**src/rtl/magia_l2_bank_arbiter.sv**
```systemverilog
// Round-robin arbiter sharing one L2 bank port between NumReq requesters.
// Locks its choice across bank stalls and routes in-order responses back via a tracking FIFO.
module magia_l2_bank_arbiter #(
   parameter  int unsigned NumReq         = 4,
   parameter  int unsigned AddrWidth      = 32,
   parameter  int unsigned DataWidth      = 32,
   parameter  int unsigned MaxOutstanding = 4,
   localparam int unsigned BeWidth        = DataWidth / 8,
   localparam int unsigned CntWidth       = $clog2(MaxOutstanding + 1)
) (
   input  logic                                 clk_i,
   input  logic                                 rst_ni,
   input  logic [NumReq-1:0]                    req_i,
   output logic [NumReq-1:0]                    gnt_o,
   input  logic [NumReq-1:0][AddrWidth-1:0]     addr_i,
   input  logic [NumReq-1:0]                    we_i,
   input  logic [NumReq-1:0][BeWidth-1:0]       be_i,
   input  logic [NumReq-1:0][DataWidth-1:0]     wdata_i,
   output logic [NumReq-1:0]                    rvalid_o,
   output logic [NumReq-1:0][DataWidth-1:0]     rdata_o,
   output logic [NumReq-1:0]                    err_o,
   output logic                                 mem_req_o,
   input  logic                                 mem_gnt_i,
   output logic [AddrWidth-1:0]                 mem_addr_o,
   output logic                                 mem_we_o,
   output logic [BeWidth-1:0]                   mem_be_o,
   output logic [DataWidth-1:0]                 mem_wdata_o,
   input  logic                                 mem_rvalid_i,
   input  logic [DataWidth-1:0]                 mem_rdata_i,
   input  logic                                 mem_err_i,
   output logic [CntWidth-1:0]                  outstanding_o,
   output logic                                 proto_err_o
);

   localparam int unsigned IdxWidth = $clog2(NumReq);
   localparam int unsigned PtrWidth = (MaxOutstanding > 1) ? $clog2(MaxOutstanding) : 1;

   logic [IdxWidth-1:0] r_rr_ptr;
   logic [IdxWidth-1:0] r_lock_idx;
   logic                r_locked;
   logic [IdxWidth-1:0] r_fifo [MaxOutstanding];
   logic [PtrWidth-1:0] r_rd_ptr;
   logic [PtrWidth-1:0] r_wr_ptr;
   logic [CntWidth-1:0] r_count;
   logic                r_proto_err;

   logic [IdxWidth-1:0] w_rr_sel;
   logic [IdxWidth-1:0] w_sel;
   logic [IdxWidth-1:0] w_head;
   logic                w_found;
   logic                w_not_full;
   logic                w_mem_req;
   logic                w_push;
   logic                w_pop;
   logic                w_spurious;

   function automatic logic [PtrWidth-1:0] ptr_next(input logic [PtrWidth-1:0] p);
      return (32'(p) == MaxOutstanding - 1) ? '0 : p + PtrWidth'(1);
   endfunction

   // First requester at or after r_rr_ptr, wrapping at NumReq
   always_comb begin
      w_rr_sel = r_rr_ptr;
      w_found  = 1'b0;
      for (int unsigned k = 0; k < NumReq; k++) begin
         if (!w_found && req_i[IdxWidth'((32'(r_rr_ptr) + k) % NumReq)]) begin
            w_found  = 1'b1;
            w_rr_sel = IdxWidth'((32'(r_rr_ptr) + k) % NumReq);
         end
      end
   end

   // Full check uses only the registered count so mem_rvalid_i never reaches mem_req_o
   assign w_sel      = r_locked ? r_lock_idx : w_rr_sel;
   assign w_not_full = (r_count < CntWidth'(MaxOutstanding));
   assign w_mem_req  = rst_ni & (r_locked | (|req_i)) & w_not_full;
   assign w_push     = w_mem_req & mem_gnt_i;
   assign w_pop      = rst_ni & mem_rvalid_i & (r_count != '0);
   assign w_spurious = mem_rvalid_i & (r_count == '0);
   assign w_head     = r_fifo[r_rd_ptr];

   always_comb begin
      gnt_o    = '0;
      rvalid_o = '0;
      err_o    = '0;
      if (w_push) gnt_o[w_sel] = 1'b1;
      if (w_pop) begin
         rvalid_o[w_head] = 1'b1;
         err_o[w_head]    = mem_err_i;
      end
   end

   assign mem_req_o     = w_mem_req;
   assign mem_addr_o    = addr_i[w_sel];
   assign mem_we_o      = we_i[w_sel];
   assign mem_be_o      = be_i[w_sel];
   assign mem_wdata_o   = wdata_i[w_sel];
   assign rdata_o       = {NumReq{mem_rdata_i}};
   assign outstanding_o = r_count;
   assign proto_err_o   = r_proto_err;

   // Round-robin pointer and stall lock
   always_ff @(posedge clk_i or negedge rst_ni) begin
      if (!rst_ni) begin
         r_rr_ptr   <= '0;
         r_locked   <= 1'b0;
         r_lock_idx <= '0;
      end else if (w_push) begin
         r_rr_ptr <= (32'(w_sel) == NumReq - 1) ? '0 : w_sel + IdxWidth'(1);
         r_locked <= 1'b0;
      end else if (w_mem_req && !r_locked) begin
         r_locked   <= 1'b1;
         r_lock_idx <= w_sel;
      end
   end

   // Tracking FIFO of granted requester indices and sticky protocol error
   always_ff @(posedge clk_i or negedge rst_ni) begin
      if (!rst_ni) begin
         r_rd_ptr    <= '0;
         r_wr_ptr    <= '0;
         r_count     <= '0;
         r_proto_err <= 1'b0;
         for (int i = 0; i < int'(MaxOutstanding); i++) r_fifo[i] <= '0;
      end else begin
         if (w_push) begin
            r_fifo[r_wr_ptr] <= w_sel;
            r_wr_ptr         <= ptr_next(r_wr_ptr);
         end
         if (w_pop) r_rd_ptr <= ptr_next(r_rd_ptr);
         case ({w_push, w_pop})
            2'b10:   r_count <= r_count + CntWidth'(1);
            2'b01:   r_count <= r_count - CntWidth'(1);
            default: r_count <= r_count;
         endcase
         if (w_spurious) r_proto_err <= 1'b1;
      end
   end

endmodule

```
**config.mk**
```make
export PLATFORM = sky130hd
export DESIGN_NAME = magia_l2_bank_arbiter
export DESIGN_NICKNAME = d
export VERILOG_FILES = /design/src/rtl/magia_l2_bank_arbiter.sv
export SDC_FILE = /design/constraint.sdc
export NUM_CORES = 1
export LEC_CHECK = 0
export ABC_CLOCK_PERIOD_IN_PS = 3100
export CAP_MARGIN = 20
export CORE_AREA = 2 2 207 209
export DETAILED_ROUTE_END_ITERATION = 6
export DIE_AREA = 0 0 209 211
export PLACE_DENSITY = 0.49
export SYNTH_ARGS = -nofsm -noshare
export SYNTH_HDL_FRONTEND = slang
export SYNTH_SLANG_ARGS = --single-unit
```
**constraint.sdc**
```tcl
create_clock -name clk_i -period 3.1 [get_ports clk_i]
set_input_delay 0.62 -clock clk_i [delete_from_list [all_inputs] [get_ports clk_i]]
set_output_delay 0.62 -clock clk_i [all_outputs]
set_load 0.02 [all_outputs]
```
==> flow_metrics.tcl, run 1 <==
# metrics dict for downstream scripts
set metrics [dict create \
    ys_cells 487 \
    comb_area_share_pct 33.1 \
    syn_avg_cell_area_um2 9.27 \
    crit_family "buffers and inverters" \
    clk_latency_ns 0.25 \
    nFillCells 4621 \
    cts_hold_buf 0 \
    drt_first_pass_iters 4 \
    antenna_found_initial 0 \
    cts_tree "built" \
    slew_violations 0 \
    fmax_mhz 326 \
    ant_nets 0 \
    topRoutingLayerUsed "met4" \
    logic_family "multiplexers" \
    io_buffers 370 \
    ys_types 43 \
    top_area_cell "mux2i_1" \
    clk_path_buf_depth 2 \
    met3WireLength_mm 1.88 \
    clock_buffers 3 \
    ys_top_cells_by_area "mux2i_1 (46%), buf_4 (23%), dfrtp_1 (12%)" \
    drive_above_1_share_pct 24.8 \
    buf_share_pct 51.8 \
    ys_area_mm2 0.00451 \
    critPathBufInv 5 \
    postSynth.asyncResetShare_pct 100 \
    wl_met1_mm 7.52 \
    routed_wl_mm 20.7 \
    row_count 75 \
    p_clk_mw 0.278 \
    cts_resized 352 \
    power.share.switching_pct 44.5 \
    top_cell "mux2i_1" \
    largestClassByArea "buffers" \
    fin_crit_sh_pct 99.0 \
    clk_share_pct 0.913 \
    adder_share_pct 2.38 \
    wl_met2_mm 10.8 \
    hold_class "reg -> reg" \
    critPathRequiredTime_ns 2.48 \
    critPathCaptureType "primary output" \
    clock-root-buffer "clkbuf_16" \
    outcome "finished clean" \
    pre_cts_ws_ns -0.874 \
    clkTransAtPathRegs_ns 0.06 \
    ys.flop_type "dfrtp_1" \
    pwr-share-clk_pct 3.1 \
    pwr_density_cell_mw_per_mm2 1010 \
    htreeDepth 1 \
    grt_max_degree 19 \
    path_cells "buf_8 > nor2b_4 > or4_4 > a31o_4 > inv_8 > buf_12 > buf_12 > mux2i_1 > buf_4" \
    p_int_mw 4.92 \
    yosys.area_share.xor_xnor_pct 0.582 \
    first_global_vias 4827 \
    comb.multi_input.count 302 \
    whs_ns 0.480 \
    crit_path_frequent_cell "buf_12" \
    slew_headroom_pct 64.7 \
    synth_top_area_share_pct 45.7 \
    mux_share_pct 48.9 \
    startpoint_type "input port" \
    openroad.warnings 31 \
    p_comb_share_pct 91.1 \
    drtIter0Drc 89 \
    place_congestion 0.736 \
    clock-sinks 21 \
    max_stage_delay_ns 0.53 \
    path_max_fanout 9 \
    ys_top_cells_by_count "mux2i_1 (206), buf_4 (136), dfrtp_1 (21)" \
    insertedDiodeCount 0 \
    maxCapViolCount 0 \
    inverters 11 \
    ys_sh_aoi_pct 2.88 \
    synth_cells 487 \
    routedWlPerCell_um 15.6 \
    chipHeight_um 211 \
    slowest_stage "or4_4" \
    post-place-cells 1304 \
    switchingPower_mw 3.95 \
    comb_power_mw 8.08 \
]
==> run 1: flip-flops by register name, indices dropped and copies added (netlist names) <==
name           flops
r_rr_ptr           2
r_wr_ptr           2
r_locked           1
r_rd_ptr           2
proto_err_o        1
outstanding_o      3
r_fifo             8
r_lock_idx         2
==> run 1: cell usage in the layout (no fill, tap or decap), drive strengths merged, types with 4 or more instances in the layout <==
| cell | n |
|---|---|
| clkdlybuf4s15 | 4 |
| mux2 | 9 |
| nand2 | 19 |
| dfrtp | 21 |
| clkdlybuf4s50 | 291 |
| inv | 11 |
| nor3 | 4 |
| ha | 7 |
| nor2 | 11 |
| o21ai | 5 |
| nor2b | 5 |
| mux2i | 206 |
| buf | 153 |
==> run 1: per-layer routing <==
layer / global-route usage [%] / vias up
li1: - / 2209
met1: 9.45 / 2085
met2: 16.4 / 289
met3: 2.17 / 31
met4: 2.27 / 0
met5: 0 / -
==> run 1: final timing paths <==
path	start	end	slack, ns	depth (start not counted)
setup / recovery	req_i[0]	mem_wdata_o[27]	0.03	9
hold / removal	proto_err_o$_DFFE_PN0P_	proto_err_o$_DFFE_PN0P_	0.48	1
setup reg to reg	r_locked$_DFFE_PN0P_	outstanding_o[2]$_DFFE_PN0P_	0.82	11
hold reg to reg	proto_err_o$_DFFE_PN0P_	proto_err_o$_DFFE_PN0P_	0.48	1
max in group asynchronous	rst_ni	r_fifo[4]$_DFFE_PN0P_	2.13	2
min in group asynchronous	rst_ni	proto_err_o$_DFFE_PN0P_	0.68	2
==> run 1: through the flow <==
stage	total power, mW	utilization (%)	setup TNS, ns	cell area [um2]
after global placement	7.76	19.9	-55.08	8300
after detailed placement	7.76	19.9	-55.91	8300
final	8.87	21.0	0	8770
after floorplan	4.89	-	0	4510
after CTS	8.81	20.7	-0.112	8640
after global routing	9.42	21.0	-0.111	8770
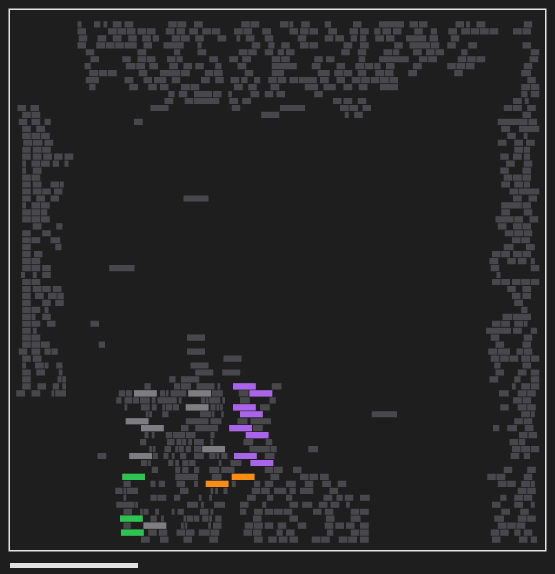
Figure 1: run 1, sequential cells coloured by netlist name.
The bar under the picture is 50 um long. Other sequential cells in the stronger grey, the rest of the logic in the fainter grey.
colour	signal	sequential cells
purple	r_fifo	8
orange	r_rd_ptr	2
green	outstanding_o	3
P_seq: 0.515 mW
sequential cell area share: 5.99%

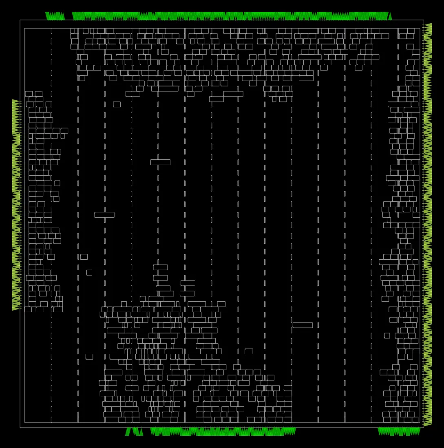
Figure 2: run 1, placed standard cells.
fin cells: 1329
Core Region: 0.0418 mm2
seq_cells: 21

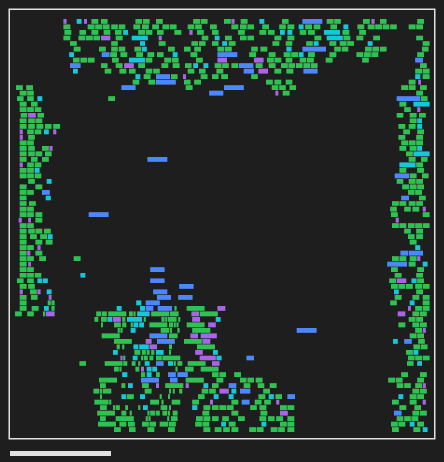
Figure 3: run 1, sizing map.
The bar under the picture is 50 um long.
colour	size	cells	share	most used
cyan	_3 and _4 cells	89	11%	buf_4
green	_0 and _1 cells	594	75%	clkdlybuf4s50_1
purple	_2 cells	60	7.6%	buf_2
blue	_6 and larger	47	5.9%	buf_12
Non-CTS buffers: 452
final worst slack: 0.0309 ns
Layout area overhead: 94.3%
finished layout cell area: 0.00877 mm2

Figure 4. Wiring heat map (run 1).
21 x 21 tiles, from dark blue (low) to red (high), scaled to the fullest tile. Values are wire area over tile area, all layers added.
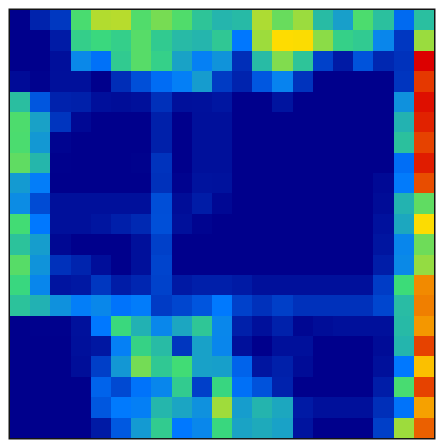

==> run 2, diff against run 1 <==
- CAP_MARGIN: 20 -> 10
- REMOVE_ABC_BUFFERS: unset -> 1
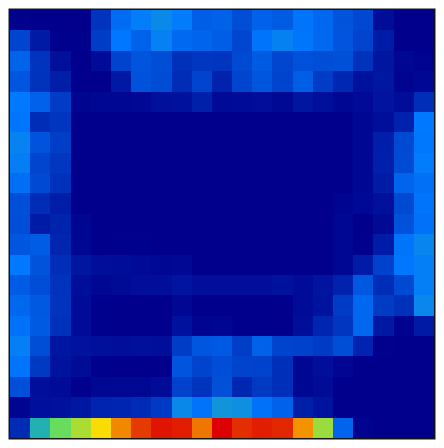
Figure 5: run 2, wiring heat map.
21 x 21 tiles, from dark blue (low) to red (high), scaled to the fullest tile. Values are wire area over tile area, all layers added.
fullest tile	0.99
tiles over half the peak	3.2%
emptiest ninth of the die	centre

==> run 2 against run 1 <==
Effect of this change:
- non-clock buffer count down 1
- the run now ends with negative setup slack left
- wire length up 14%
- maximum frequency down 1.4%
- design area down 1.0%
- critical path depth unchanged
- first-iteration DRC count up 25%
- final cell count about the same
- sequential share of layout area up 0.063 points
- register-to-register slack worse by 0.05 ns
- clock power up 3%
==> flow_metrics.tcl, run 2 <==
# metrics dict for downstream scripts
set metrics [dict create \
    ys_seq_share_pct 11.6 \
    setup_viol 3 \
    pwr-share-seq_pct 6.0 \
    cellLeakagePower_nw 3.81 \
    final_cells 1328 \
    r2r-start "r_locked$_DFFE_PN0P_" \
    area_delta_synth_final_pct 92.3 \
    postPlaceCellArea_mm2 0.00828 \
    pre_cts_ws_ns -0.991 \
    critPathCaptureType "primary output" \
    fp_util_pct 10.8 \
    insertedDiodeCount 0 \
    critPathCapture "mem_addr_o[21]" \
    io_buffers 370 \
    crit-reg2reg-capture "outstanding_o[2]$_DFFE_PN0P_" \
    period_needed_ns 3.11 \
    num_vias 4723 \
    slew_violations 0 \
    grt_max_degree 22 \
    clk_path_buf_depth 2 \
    cts_tree "built" \
    ant_nets 0 \
    clock-root-buffer "clkbuf_16" \
    openroad.warnings 30 \
    syn_avg_cell_area_um2 9.27 \
    synth_top_area_share_pct 45.7 \
    rr_worst_depth 11 \
    switchingPower_mw 3.87 \
    rsz0062_at_grt "yes" \
    routed_wl_mm 23.6 \
    hold_violations 0 \
    p_int_mw 4.81 \
    dp_hpwl_mm 19.2 \
    min_path_cells 1 \
    cts_made_buffers 3 \
    layout_top_cell "clkdlybuf4s50_1" \
    startpoint "req_i[0]" \
    maxCapViolCount 0 \
    nFillCells 4625 \
    largest_register_ffs 8 \
    path_cells "buf_6 > and3b_1 > or4_4 > a31o_4 > clkinv_8 > buf_12 > clkbuf_16 > mux2i_1 > buf_4" \
    ys_top_cells_by_count "mux2i_1 (206), buf_4 (136), dfrtp_1 (21)" \
    slew_headroom_pct 65.3 \
    p_comb_share_pct 90.7 \
    ys_types 43 \
    final_util_pct 20.8 \
    hold_class "reg -> reg" \
    routedWlPerCell_um 17.8 \
    ys.flop_type "dfrtp_1" \
    ys_top_cells_by_area "mux2i_1 (46%), buf_4 (23%), dfrtp_1 (12%)" \
    setup_slack_ns -0.0140 \
    numSynthFlops 21 \
    top_cell "mux2i_1" \
    io_pins 531 \
    slowest_stage "or4_4" \
    top_area_cell "mux2i_1" \
    clock-sinks 21 \
    ys_area_mm2 0.00451 \
    rrSetupSlack_ns 0.77 \
    die-area_mm2 0.0441 \
    worstPathArrival_ns 2.49 \
    path_class "in -> out" \
    most-common-layout-cells "clkdlybuf4s50_1 (291), mux2i_1 (192), buf_4 (109)" \
    drt_first_pass_iters 4 \
    first_global_vias 4917 \
    tightest_slew_ns 0.515 \
    nets 1115 \
    core_area_mm2 0.0418 \
    grt_overflow 0 \
    layout.area.comb_mm2 0.00286 \
    p_total_mw 8.68 \
    synth_cells 487 \
    synth_area_mm2 0.00451 \
    postSynth.asyncResetShare_pct 100 \
    fin_crit_sh_pct 100 \
    antenna_found_initial 0 \
    clkTransAtPathRegs_ns 0.06 \
    violations "negative setup slack" \
    edf_count 0 \
    outcome "finished with violations" \
    power.share.switching_pct 44.6 \
    flop_area_um2 526 \
    ir_drop_uv 486 \
    row_count 75 \
    viasPerCell 3.56 \
    grt_pass1_wl_mm 31.9 \
    final_area_mm2 0.00868 \
    hold_end "r_fifo[0]$_DFFE_PN0P_" \
    drive_above_1_share_pct 24.7 \
    track_usage_pct 9.66 \
    whs_ns 0.505 \
    path_max_fanout 9 \
    fmax_mhz 321 \
    pwr_density_cell_mw_per_mm2 1000 \
    max_stage_delay_ns 0.54 \
    regMostFlops "r_fifo" \
    setup_tns_ns -0.0256 \
    critPathRequiredTime_ns 2.48 \
    fp.dieW_um 209 \
    hp-start "r_fifo[0]$_DFFE_PN0P_" \
    startpoint_type "input port" \
    synth_warnings 0 \
    chipHeight_um 211 \
    drc 0 \
    ys_cells 487 \
    htreeDepth 1 \
    drtIter0Drc 111 \
    place_congestion 0.759 \
    post-place-cells 1301 \
]
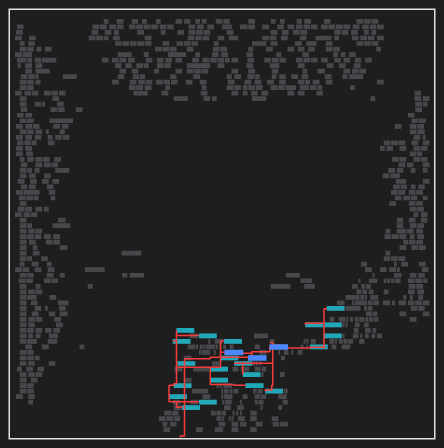
Figure 6: run 2, clock network drawn from the DEF.
[blue] clock drivers | count: 3
[cyan] flip-flops | count: 21
[red] clock wires | length: 359 um
flops lie	bottom centre
routed clock nets	4
Power Clock: 0.285 mW
Latency at later pin: 0.26 ns
clk_skew: 0.00677 ns
Clk pwr share: 3.3%

[run 2: netlist changes by cell type in the layout (fill, tap and decap cells not counted), sizes merged]
cell and delta:
clkdlybuf4s15 -4, clkinvlp +1, inv -1, clkbuf +4
buf -3, dlygate4sd2 +2
[run 2: area by class of cell]
class	instances	share of cell area (%)
timing repair buffer	451	51.7
multi-input combinational	302	32.9
tap	539	7.77
sequential	21	6.06
clock buffer	3	0.865
inverter	11	0.620
clock inverter	1	0.0865
[run 2: critical path, delay by kind of cell]
kind            cells  cell delay (ns)
compound gates      1             0.29
simple gates        2             0.70
buf+inv             5             0.66
mux                 1             0.20
[run 2: logic make-up (layout without fill, tap and decap cells)]
group	count (synthesis)	count (layout)	share of synthesized area (%)
mux	217	217	48.9
buf+inv	164	466	27.4
xor+xnor	3	3	0.582
flops	21	21	11.6
simple gates	56	56	6.18
fa+ha+maj	8	8	2.38
compound gates	18	18	2.88
[run 2: per-layer routing]
layer | track usage, % | share of wire (%)
met3 | 5.69 | 13
met1 | 11.6 | 41
met5 | 3.89 | 0.84
met2 | 15.1 | 45
met4 | 0.714 | 0.50
[run 2: power by group through the flow]
stage                     clock network, mW  logic [mW]  registers [mW]
after floorplan                           0        3.11           0.527
after global placement                    0        7.21           0.522
after detailed placement                  0        7.19           0.527
after CTS                             0.294        7.50           0.523
after global routing                  0.302        8.40           0.544
final                                 0.285        7.87           0.522
[run 2: repair_timing]
action                     in CTS  in global routing
resized                       342                 73
pin swaps                       5                  6
gates cloned                    5                  2
buffers inserted               10                  7
setup endpoints to repair      74                 71
hold buffers                    0                  0
No activity file was given, so power comes from the tool's default toggle rates.
